Fig. 1: run 1, placement by cell class
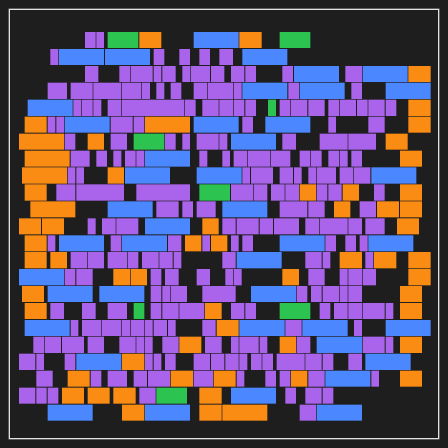
Fig. 2: run 1, register map, names as in the netlist
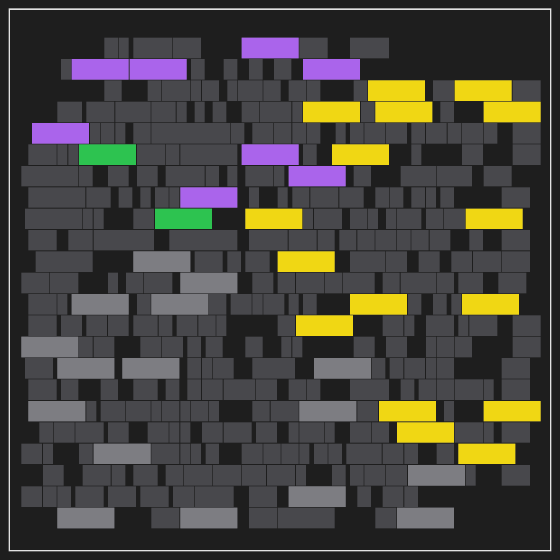
Fig. 3: run 1, local utilization
The die is cut into 7 by 7 equal tiles; black is low, pale yellow is high, 0 to 100% covered.
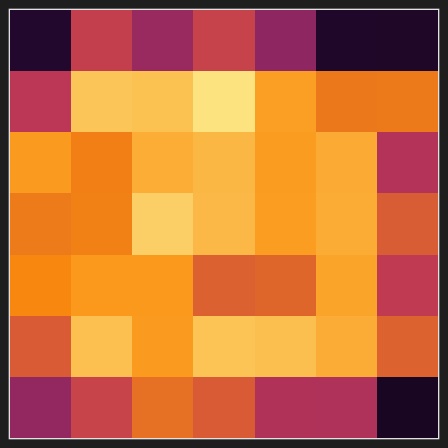
`config.mk`:
```
export PLATFORM = sky130hd
export DESIGN_NAME = pipeline_stall_ctrl
export DESIGN_NICKNAME = d
export VERILOG_FILES = /design/src/rtl/pipeline_stall_ctrl.sv
export SDC_FILE = /design/constraint.sdc
export NUM_CORES = 1
export LEC_CHECK = 0
export CAP_MARGIN = 25
export CORE_UTILIZATION = 54
export CTS_BUF_LIST = sky130_fd_sc_hd__clkbuf_8
export CTS_CLUSTER_DIAMETER = 150
export CTS_CLUSTER_SIZE = 40
export DETAILED_ROUTE_END_ITERATION = 7
export PLACE_DENSITY = 0.85
export SYNTH_ARGS = -nofsm -noshare
export SYNTH_HDL_FRONTEND = slang
export SYNTH_SLANG_ARGS = --single-unit
```
`constraint.sdc`:
```
create_clock -name clk -period 2.4 [get_ports clk]
set_input_delay 0.24 -clock clk [delete_from_list [all_inputs] [get_ports clk]]
set_output_delay 0.24 -clock clk [all_outputs]
set_load 0.05 [all_outputs]
```
`src/rtl/pipeline_stall_ctrl.sv`:
```
// Pipeline stall/flush controller: arbitrates load-use stalls, taken branches and
// data-memory waits into stage enables, with a sticky memory-timeout trap and stall/flush statistics.
module pipeline_stall_ctrl #(
  parameter int MAX_WAIT = 8
) (
  input  logic        clk,
  input  logic        rst,
  input  logic        hz_stall,
  input  logic        branch_taken,
  input  logic        mem_busy,
  input  logic        cnt_clear,
  output logic        pc_write,
  output logic        ifid_write,
  output logic        ifid_flush,
  output logic        idex_bubble,
  output logic        exmem_hold,
  output logic        timeout_err,
  output logic [1:0]  state,
  output logic [15:0] stall_cycles,
  output logic [15:0] flush_count
);

  typedef enum logic [1:0] {
    RUN         = 2'd0,
    MEMWAIT     = 2'd1,
    TIMEOUT     = 2'd2,
    TIMEOUT_ALT = 2'd3
  } state_t;

  localparam logic [7:0]  WAIT_LAST = 8'(MAX_WAIT - 1);
  localparam logic [15:0] CNT_MAX   = 16'hFFFF;

  state_t      state_r;
  logic [7:0]  wait_cnt_r;
  logic [15:0] stall_cycles_r;
  logic [15:0] flush_count_r;
  logic        in_timeout_s;

  // Both TIMEOUT encodings share the MSB, so 2'd3 is trapped like 2'd2.
  assign in_timeout_s = state_r[1];

  // Stage enables decoded from the registered state and this cycle's requests.
  always_comb begin
    pc_write    = 1'b1;
    ifid_write  = 1'b1;
    ifid_flush  = 1'b0;
    idex_bubble = 1'b0;
    exmem_hold  = 1'b0;
    timeout_err = 1'b0;
    if (rst) begin
      pc_write    = 1'b0;
      ifid_write  = 1'b0;
      ifid_flush  = 1'b1;
      idex_bubble = 1'b1;
      exmem_hold  = 1'b0;
      timeout_err = 1'b0;
    end else begin
      case (state_r)
        RUN, MEMWAIT: begin
          if (mem_busy) begin
            pc_write   = 1'b0;
            ifid_write = 1'b0;
            exmem_hold = 1'b1;
          end else if (hz_stall) begin
            pc_write    = 1'b0;
            ifid_write  = 1'b0;
            idex_bubble = 1'b1;
          end else if (branch_taken) begin
            ifid_flush = 1'b1;
          end else begin
            ifid_flush = 1'b0;
          end
        end
        default: begin
          pc_write    = 1'b0;
          ifid_write  = 1'b0;
          exmem_hold  = 1'b1;
          idex_bubble = 1'b1;
          ifid_flush  = 1'b0;
          timeout_err = 1'b1;
        end
      endcase
    end
  end

  // FSM and memory-wait counter.
  always_ff @(posedge clk) begin
    if (rst) begin
      state_r    <= RUN;
      wait_cnt_r <= 8'd0;
    end else begin
      case (state_r)
        RUN: begin
          if (mem_busy) begin
            state_r    <= MEMWAIT;
            wait_cnt_r <= 8'd1;
          end else begin
            state_r    <= RUN;
            wait_cnt_r <= wait_cnt_r;
          end
        end
        MEMWAIT: begin
          if (mem_busy) begin
            if (wait_cnt_r == WAIT_LAST) begin
              state_r    <= TIMEOUT;
              wait_cnt_r <= wait_cnt_r;
            end else begin
              state_r    <= MEMWAIT;
              wait_cnt_r <= wait_cnt_r + 8'd1;
            end
          end else begin
            state_r    <= RUN;
            wait_cnt_r <= 8'd0;
          end
        end
        default: begin
          // Timeout is a trap: only reset leaves it.
          state_r    <= state_r;
          wait_cnt_r <= wait_cnt_r;
        end
      endcase
    end
  end

  // Saturating statistics counters; clear beats a same-cycle increment.
  always_ff @(posedge clk) begin
    if (rst) begin
      stall_cycles_r <= 16'd0;
      flush_count_r  <= 16'd0;
    end else if (cnt_clear) begin
      stall_cycles_r <= 16'd0;
      flush_count_r  <= 16'd0;
    end else begin
      if (!pc_write && !in_timeout_s && (stall_cycles_r != CNT_MAX)) begin
        stall_cycles_r <= stall_cycles_r + 16'd1;
      end else begin
        stall_cycles_r <= stall_cycles_r;
      end
      if (ifid_flush && (flush_count_r != CNT_MAX)) begin
        flush_count_r <= flush_count_r + 16'd1;
      end else begin
        flush_count_r <= flush_count_r;
      end
    end
  end

  assign state        = state_r;
  assign stall_cycles = stall_cycles_r;
  assign flush_count  = flush_count_r;

endmodule
```
==> results_dict.tcl, run 1 <==
# metrics dict for downstream scripts
set metrics [dict create \
    hold_buffers 0 \
    log.warning_count 26 \
    cts_buffers 5 \
    gp_congestion 0.8746 \
    ff_count 42 \
    seq_area_frac_synth 0.3495 \
    grt_use_met2 0.4510 \
    endpoint "stall_cycles[12]" \
    cp-end-kind "flop" \
    wl_met1_mm 2.635 \
    largestClassByArea "logic gates" \
    r2r_start "stall_cycles[0]" \
    async_flop_share 0 \
    holdPathEnd "wait_cnt_r[1]" \
    clkTransAtPathRegs_ps 80 \
    synthCells 289 \
    fmax_mhz 478.3 \
    hold_viol 0 \
    routedWlPerCell_um 15.11 \
    n_antenna_cell 0 \
    fin_skew_ps 5.873 \
    grt_setup_unrepaired "no" \
    cap_viol_max_count 0 \
    enable_flop_cells 0 \
    routed_wl_mm 5.909 \
    overflow 0 \
    setup.worst_path.start_class "flop" \
    dpl.cell_count 383 \
    dr_wl_met2_mm 2.803 \
    drive_above_1_share 0.1437 \
    grt_most_used_layer "met2" \
    crit_path_cell_trace "ha_1 > nand4_2 > or4_4 > or4_1 > a21oi_1" \
    hpwl_mm 4.205 \
    common_cells "dfxtp_1, a21oi_1, nand2_1" \
    holdPathStages 2 \
    ys_warn_count 0 \
    worstSetupPathDepth 5 \
    cts_buffer_depth 2 \
    comb_share 0.4674 \
    fin_hold_ws_ps 480.5 \
    ys.flop_type "dfxtp_1" \
    finalSetupTns_ps 0 \
    top_layer "met4" \
    power.density_nw_per_um2 429.5 \
    multiInputGateArea_um2 1453 \
    synth_stat.cells 289 \
    syn_nets 298 \
    place_area_um2 3017 \
    drc 0 \
    final-clk-cell-share 0.02939 \
    crit-reg2reg-capture "stall_cycles[12]" \
    die_w_um 68.75 \
    vias_per_cell 6.407 \
    ir_worst_vdd_v 0.0002855 \
    status "finished clean" \
    rrSetupSlack_ps 310 \
    reg2reg_depth 5 \
    synth.cell_area_um2 2406 \
    slew_headroom 0.5772 \
    num_vias 2505 \
    ant_nets 0 \
    antenna_found_initial 0 \
    drt-pass1-iter-count 4 \
    grt_pass1_vias 2153 \
    cts_tree "yes" \
    chipArea_um2 4727 \
    path_max_fanout 7 \
    initialDrtViolationCount 227 \
    largest_area_cell "dfxtp_1" \
    portBuffers 45 \
    ys_types 57 \
    htree_num_levels 2 \
    synth_flops 42 \
    insertion_delay_ps 300 \
    cts-root-buf "clkbuf_8" \
    layoutNonFillerInstCount 391 \
    tightest_slew_ps 629.4 \
    met1_usage 0.3434 \
    hold_class "reg2reg" \
    clock_buffers 6 \
    maxSlewViolCount 0 \
    nNonClkBuffers 60 \
    top_cells_by_area "dfxtp_1, a21oi_1, or4_1" \
    crit_buf_inv 0 \
    final.min_clock_period_ps 2091 \
    finalPower_w 0.001335 \
    crit_path_start "stall_cycles[0]" \
    finalCritPeriodShare 0.8711 \
    ys_area_um2 2406 \
    cts_resized 0 \
    dr_wl_met3_um 364 \
    hp-start "wait_cnt_r[1]" \
    syn2layout_area_growth_pct 29.17 \
    arrival_ps 2330 \
    layout.nonclk_buf_frac 0.2005 \
    top_cell "dfxtp_1" \
    fillers 316 \
    critPathSlowestCell "or4_4" \
    synth_top_area_share 0.3495 \
    post_cts_buffers 0 \
    dieHeight_um 68.75 \
]
Back to the opening pictures, Fig. 1:
Orange stands for other buffers and delay cells, cells 60, share of their area 20%. Blue stands for flops, cells 42, share of their area 28%. Purple stands for combinational and other logic, cells 231, share of their area 49%. Green stands for clock drivers and dummy loads, cells 8, share of their area 3.0%.
final core occ: 0.7500
# rows: 23

Back to the opening pictures, Fig. 2:
Yellow stands for `stall_cycles`, placed flops 16. Purple stands for `wait_cnt_r`, placed flops 8. Green stands for `state`, placed flops 2.
Another 16 sequential cells are not coloured.
Seq. cell area: 840.8 um^2
Seq area share: 0.2705
Flop+latch power: 0.000709 W

Back to the opening pictures, Fig. 3:
43% of the tiles are over 75% full. The emptiest ninth of the die: upper right. The mean over all tiles is 64%. The fullest tile reaches 94%.
core area: 4144 um^2
initial core utilization: 0.5806

-- run 1: logic make-up (layout without fill, tap and decap cells) --
family | after synthesis | in the layout | share of synthesized area
multiplexers | 7 | 7 | 0.02912
flip-flops | 42 | 42 | 0.3495
adder cells (fa/ha/maj) | 3 | 3 | 0.01560
AND-OR/OR-AND | 78 | 78 | 0.2231
buffers and inverters | 26 | 78 | 0.05304
XOR/XNOR | 1 | 1 | 0.003641
AND/OR/NAND/NOR | 132 | 132 | 0.3261
-- run 1: state kept, by name (all words and copies together), names as in the netlist --
register,flops
wait_cnt_r,8
stall_cycles,16
flush_count,16
state,2
-- run 1: worst min-delay path: cells and delay by family (launching register included) --
family             cells  cell delay (ps)
AOI/OAI and AO/OA      1               50
and+or+nand+nor        1               60
DFF                    1              330
-- run 1: power by group --
part	switching (W)	internal [W]
Sequential	0.00000752	0.000701
Clock	0.000251	0.000228
Combinational	0.0000883	0.0000589
Total	0.000347	0.000988
-- run 1: cell usage in the layout, fill, tap and decap left out, types with 2 or more instances in the layout --
cell             instances
nand3_1                 12
buf_4                   15
a211oi_1                 3
o31ai_1                 10
nor2_1                  17
clkdlybuf4s50_1         39
buf_12                   6
ha_1                     3
nor4b_1                  2
or3b_2                   2
dfxtp_1                 42
nor4_1                   8
o211ai_1                 2
nand4_2                  2
nand4_1                  8
o21a_1                   2
inv_1                   11
a211o_1                  2
o41ai_1                  2
and3_1                   5
or4_1                   14
a31o_2                   2
mux2i_1                  7
or4_4                    2
o21ai_0                 12
and4_1                   2
a21oi_1                 28
or3_1                   12
nand2_1                 27
or2_2                    2
nor3_1                   5
a41o_1                   2
clkbuf_8                 6
a31oi_1                  4
--- run 2 (diff from run 1) ---
--- a/config.mk
+++ b/config.mk
@@ -5,6 +5,7 @@
 export SDC_FILE = /design/constraint.sdc
 export NUM_CORES = 1
 export LEC_CHECK = 0
+export ABC_CLOCK_PERIOD_IN_PS = 2400
 export CAP_MARGIN = 25
 export CORE_UTILIZATION = 54
 export CTS_BUF_LIST = sky130_fd_sc_hd__clkbuf_8
Fig. 4: run 2, register map, names as in the netlist
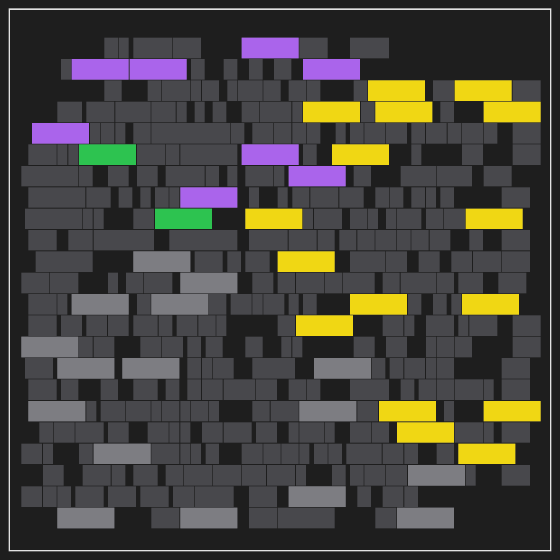
Yellow stands for `stall_cycles`, placed flops 16. Purple stands for `wait_cnt_r`, placed flops 8. Green stands for `state`, placed flops 2.
Another 16 sequential cells are not coloured.

Fig. 5: run 2, congestion heat map
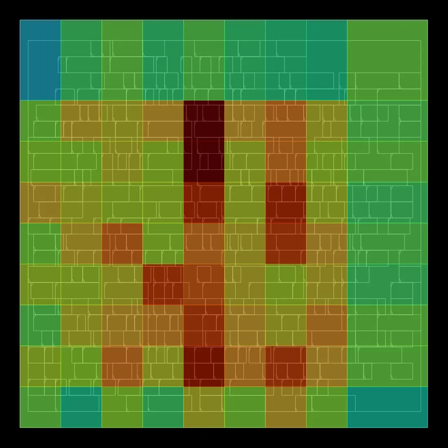
grt met1 use: 0.3434
gr usage total: 0.2711

==> results_dict.tcl, run 2 <==
# metrics dict for downstream scripts
set metrics [dict create \
    hpwl_mm 4.205 \
    hold_buffers 0 \
    common_cells "dfxtp_1, a21oi_1, nand2_1" \
    maxSlewViolCount 0 \
    overflow 0 \
    ys_warn_count 0 \
    seq_area_frac_synth 0.3495 \
    ys_sh_aoi 0.2231 \
    clkTransAtPathRegs_ps 80 \
    gp_congestion 0.8746 \
    fmax_mhz 478.3 \
    cts_buffer_depth 2 \
    power.density_nw_per_um2 429.5 \
    synthXorXnorAreaFrac 0.003640 \
    drt-pass1-iter-count 4 \
    fa_ha_area_frac 0.01560 \
    syn_nets 298 \
    n_antenna_cell 0 \
    ys.flop_type "dfxtp_1" \
    final-clk-cell-share 0.02939 \
    synth_stat.cells 289 \
    top_cells_by_area "dfxtp_1, a21oi_1, or4_1" \
    finalCritPeriodShare 0.8711 \
    clock_buffers 6 \
    inv_count 10 \
    cts_buffers 5 \
    cts_tree "yes" \
    synth_flops 42 \
    log.warning_count 26 \
    syn2layout_area_growth_pct 29.17 \
    synthCells 289 \
    final.min_clock_period_ps 2091 \
    final_layout_top_logic_cells "dfxtp_1, clkdlybuf4s50_1, a21oi_1" \
    grt_pass1_vias 2153 \
    synth_top_area_share 0.3495 \
    ir_worst_vdd_v 0.0002855 \
    synthSimpleGateAreaFrac 0.3261 \
    die_w_um 68.75 \
    enable_flop_cells 0 \
    layout.nonclk_buf_frac 0.2005 \
    yosys-mux-area-fraction 0.02912 \
    htree_num_levels 2 \
    chipArea_um2 4727 \
    arrival_ps 2330 \
    antenna_found_initial 0 \
    ff_count 42 \
    ant_nets 0 \
    num_vias 2505 \
    setup.worst_path.start_class "flop" \
    cp-end-kind "flop" \
    utilization 0.7500 \
    vias_per_cell 6.407 \
    crit_path_cell_trace "ha_1 > nand4_2 > or4_4 > or4_1 > a21oi_1" \
    multiInputGateArea_um2 1453 \
    routed_wl_mm 5.909 \
    cts-root-buf "clkbuf_8" \
    seq_area_frac 0.2705 \
    rows 23 \
    post_cts_buffers 0 \
    drive_above_1_share 0.1437 \
    grt_setup_unrepaired "no" \
    comb_share 0.4674 \
    insertion_delay_ps 300 \
    cap_viol_max_count 0 \
    fillers 316 \
    async_flop_share 0 \
    drc 0 \
    path_max_fanout 7 \
    ys_types 57 \
    hold_class "reg2reg" \
    cts_resized 0 \
    core_um2 4144 \
    status "finished clean" \
    largest_area_cell "dfxtp_1" \
]
Fig. 6: run 2, placement by cell class
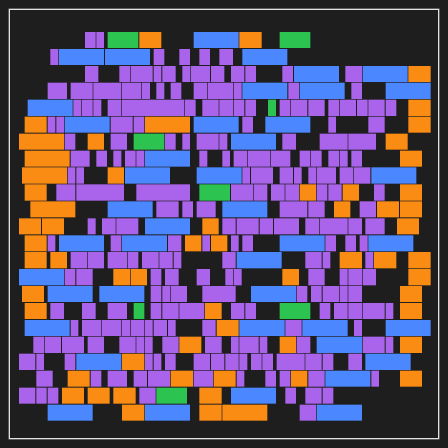
Green stands for clock drivers and dummy loads, cells 8, share of their area 3.0%. Purple stands for combinational and other logic, cells 231, share of their area 49%. Blue stands for flops, cells 42, share of their area 28%. Orange stands for other buffers and delay cells, cells 60, share of their area 20%.
post-route cell area: 3108 um^2

[run 2: cell counts in the layout (fill, tap and decap cells not counted)]
No cell type changed its count.
[run 2: path summary, 6_finish.rpt]
path / from / to / slack [ps] / depth (start not counted)
max: stall_cycles[0] / stall_cycles[12] / 310 / 5
min: wait_cnt_r[1] / wait_cnt_r[1] / 480 / 2
max reg2reg: stall_cycles[0] / stall_cycles[12] / 310 / 5
min reg2reg: wait_cnt_r[1] / wait_cnt_r[1] / 480 / 2
[run 2: metal layers]
layer,vias up,part of all wire,global-route usage
met5,-,0,0
met4,0,0.018,0.1020
met3,10,0.062,0.05592
met2,96,0.47,0.4510
met1,1180,0.45,0.3434
li1,1219,-,-
[run 2: cell families (layout without fill, tap and decap cells)]
family	Yosys count	after routing
fa+ha+maj	3	3
flops	42	42
compound gates	78	78
xor+xnor	1	1
buf+inv	26	78
simple gates	132	132
mux	7	7
[run 2: power breakdown]
part	total, W	internal (W)	leakage (nW)	switching (W)
registers	0.000709	0.000701	0.339	0.00000752
logic	0.000147	0.0000589	0.658	0.0000883
clock network	0.000479	0.000228	0.0524	0.000251
total	0.00133	0.000988	1.05	0.000347
[run 2: stage by stage]
| stage | instance area (um^2) | instances | power (W) |
|---|---|---|---|
| finish | 3108 | 391 | 0.001335 |
| global route | 3108 | 391 | 0.001382 |
| floorplan | 2421 | 289 | 0.0008142 |
| CTS | 3108 | 391 | 0.001349 |
| global placement | 3017 | 383 | 0.0008683 |
| detailed placement | 3017 | 383 | 0.0008719 |
[run 2: worst max-delay path, delay by kind of cell (launching register included)]
kind / cells / cell delay, ps
AOI/OAI and AO/OA: 1 / 150
adders and majority gates: 1 / 240
DFF: 1 / 450
and+or+nand+nor: 3 / 1190
--- run 3 (diff from run 2) ---
--- a/config.mk
+++ b/config.mk
@@ -5,6 +5,7 @@
 export SDC_FILE = /design/constraint.sdc
 export NUM_CORES = 1
 export LEC_CHECK = 0
+export ABC_AREA = 1
 export ABC_CLOCK_PERIOD_IN_PS = 2400
 export CAP_MARGIN = 25
 export CORE_UTILIZATION = 54
@@ -12,7 +13,7 @@
 export CTS_CLUSTER_DIAMETER = 150
 export CTS_CLUSTER_SIZE = 40
 export DETAILED_ROUTE_END_ITERATION = 7
-export PLACE_DENSITY = 0.85
+export PLACE_DENSITY = 0.84
 export SYNTH_ARGS = -nofsm -noshare
 export SYNTH_HDL_FRONTEND = slang
 export SYNTH_SLANG_ARGS = --single-unit
Fig. 7: run 3, placement by cell class
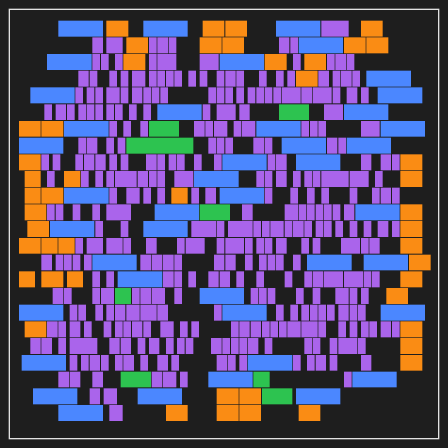
Purple stands for combinational and other logic, cells 340, share of their area 53%. Blue stands for flops, cells 42, share of their area 28%. Green stands for clock drivers and dummy loads, cells 8, share of their area 3.8%. Orange stands for other buffers and delay cells, cells 47, share of their area 15%.
core area: 4384 um^2
final core occ: 0.6904
post-route cell area: 3027 um^2
# rows: 24
Seq area share: 0.2778

Fig. 8: run 3, register map, names as in the netlist
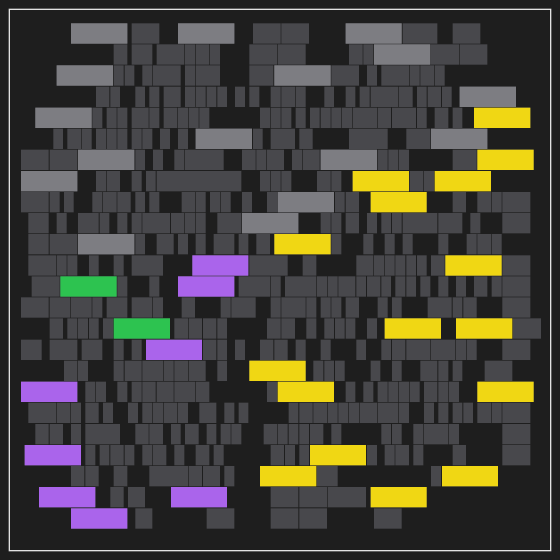
Yellow stands for `stall_cycles`, placed flops 16. Green stands for `state`, placed flops 2. Purple stands for `wait_cnt_r`, placed flops 8.
Another 16 sequential cells are not coloured.
Flop+latch power: 0.000708 W

==> results_dict.tcl, run 3 <==
# metrics dict for downstream scripts
set metrics [dict create \
    gp_congestion 0.9048 \
    clkTransAtPathRegs_ps 80 \
    vias_per_cell 5.331 \
    power.net_switching_w 0.0003622 \
    drive_above_1_share 0.06636 \
    power.density_nw_per_um2 466.3 \
    hold_class "reg2reg" \
    p_int_w 0.001049 \
    ys_types 25 \
    p_clk_frac 0.409 \
    final.min_clock_period_ps 1919 \
    hold_buffers 0 \
    die_w_um 69.67 \
    synthCells 393 \
    chipArea_um2 4853 \
    common_cells "nand2_1, nor2_1, dfxtp_1" \
    portBuffers 45 \
    r2r_start "flush_count[0]" \
    hpwl_mm 4.175 \
    pwr-share-seq 0.502 \
    seq_area_frac_synth 0.3401 \
    top_cells_by_area "dfxtp_1, nand2_1, nor2_1" \
    cts_buffer_depth 2 \
    fmax_mhz 521.0 \
    drc 0 \
    finalSetupTns_ps 0 \
    synth_stat.cells 393 \
    log.warning_count 26 \
    crit_path_start "state[1]" \
    routedWlPerCell_um 11.80 \
    maxSlewViolCount 0 \
    async_flop_share 0 \
    largest_area_cell "dfxtp_1" \
    grt_pass1_vias 2270 \
    synth.cell_area_um2 2472 \
    n_antenna_cell 0 \
    arrival_ps 1680 \
    num_vias 2607 \
    ys.flop_type "dfxtp_1" \
    syn2layout_area_growth_pct 22.42 \
    cts_tree "yes" \
    cts_resized 0 \
    hold_viol 0 \
    path_max_fanout 6 \
    cts_buffers 5 \
    finalCritPeriodShare 0.7997 \
    synth_flops 42 \
    p_comb_frac 0.090 \
    crit_buf_inv 1 \
    ys_area_um2 2472 \
    syn_nets 402 \
    dieHeight_um 69.67 \
    cap_viol_max_count 0 \
    grt_setup_unrepaired "no" \
    antenna_found_initial 0 \
    lay_top_count "nand2_1" \
    status "finished clean" \
    fin_skew_ps 7.727 \
    htree_num_levels 2 \
    routed_wl_mm 5.772 \
    tightest_slew_ps 716.4 \
    top_cell "nand2_1" \
    insertion_delay_ps 300 \
    initialDrtViolationCount 179 \
    hp-start "stall_cycles[12]" \
    ir_worst_vdd_v 0.0004501 \
    track_usage 0.2464 \
]
Fig. 9: run 3, local utilization
The die is cut into 7 by 7 equal tiles; black is low, pale yellow is high, 0 to 100% covered.
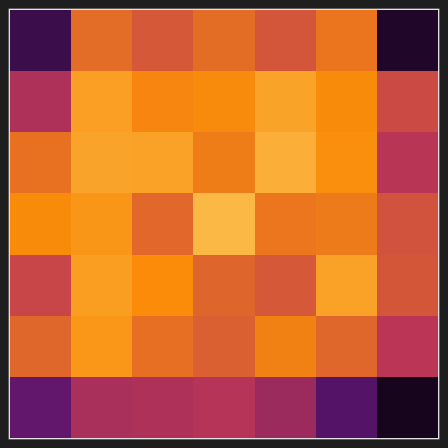
The mean over all tiles is 61%. The fullest tile reaches 85%. The emptiest ninth of the die: lower right. 25% of the tiles are over 75% full.
initial core utilization: 0.5639

==> run 3: power groups by stage <==
stage / Clock (W) / Combinational [W] / Sequential [W]
global placement: 0 / 0.000124 / 0.000724
global route: 0.000615 / 0.000137 / 0.000709
finish: 0.000577 / 0.000126 / 0.000708
CTS: 0.000587 / 0.000127 / 0.000708
floorplan: 0 / 0.0000796 / 0.000737
detailed placement: 0 / 0.000126 / 0.000725
==> run 3: cell families after synthesis <==
group | share of synthesized area
simple gates | 0.4145
compound gates | 0.1027
buf+inv | 0.08502
flops | 0.3401
xor+xnor | 0.04251
fa+ha+maj | 0.01518
==> run 3: worst paths after layout <==
| check | to | cells past startpoint | slack (ps) |
|---|---|---|---|
| worst max-delay path | state[1] | 1 | 480 |
| worst min-delay path | stall_cycles[12] | 2 | 510 |
| worst max register to register | flush_count[10] | 7 | 550 |
| worst min register to register | stall_cycles[12] | 2 | 510 |
==> run 3: routing by layer <==
layer  up-vias  track usage  part of all wire
met4         0      0.06667             0.013
met2        59       0.4186              0.47
li1       1350            -                 -
met3         6      0.04360             0.049
met1      1192       0.3216              0.47
met5         -            0                 0
==> run 3: cell type report <==
cell class                      count  area, um^2
Multi-Input combinational cell    304        1421
Sequential cell                    42       840.8
Fill cell                         400        1358
Timing Repair Buffer               47       450.4
Tap cell                           52       65.06
Inverter                           36       135.1
Clock buffer                        5       68.82
Clock inverter                      3       45.04
==> run 3: stage by stage <==
stage,total power (W),std cells,hold slack (ps)
finish,0.001411,489,506.3
global placement,0.0008488,481,488.5
floorplan,0.0008168,393,441.0
CTS,0.001423,489,511.2
global route,0.001462,489,547.1
detailed placement,0.0008511,481,495.9

==> screenshots <==
Cell sizes after repair.
shot_01.png
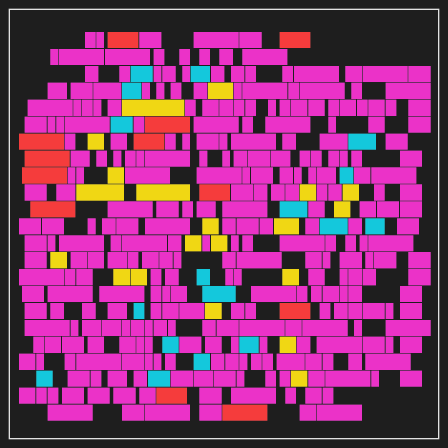
shot_02.png
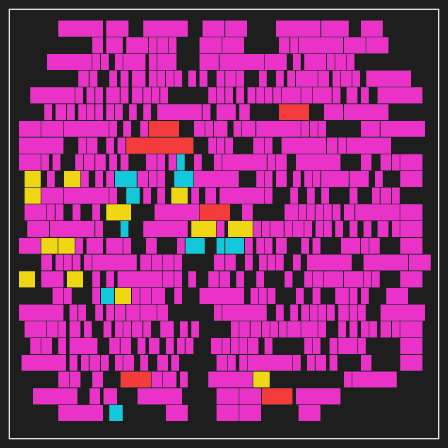
| picture | from |
|---|---|
| shot_01.png | run 2 |
| shot_02.png | run 3 |

Power and IR drop assume default switching activity.
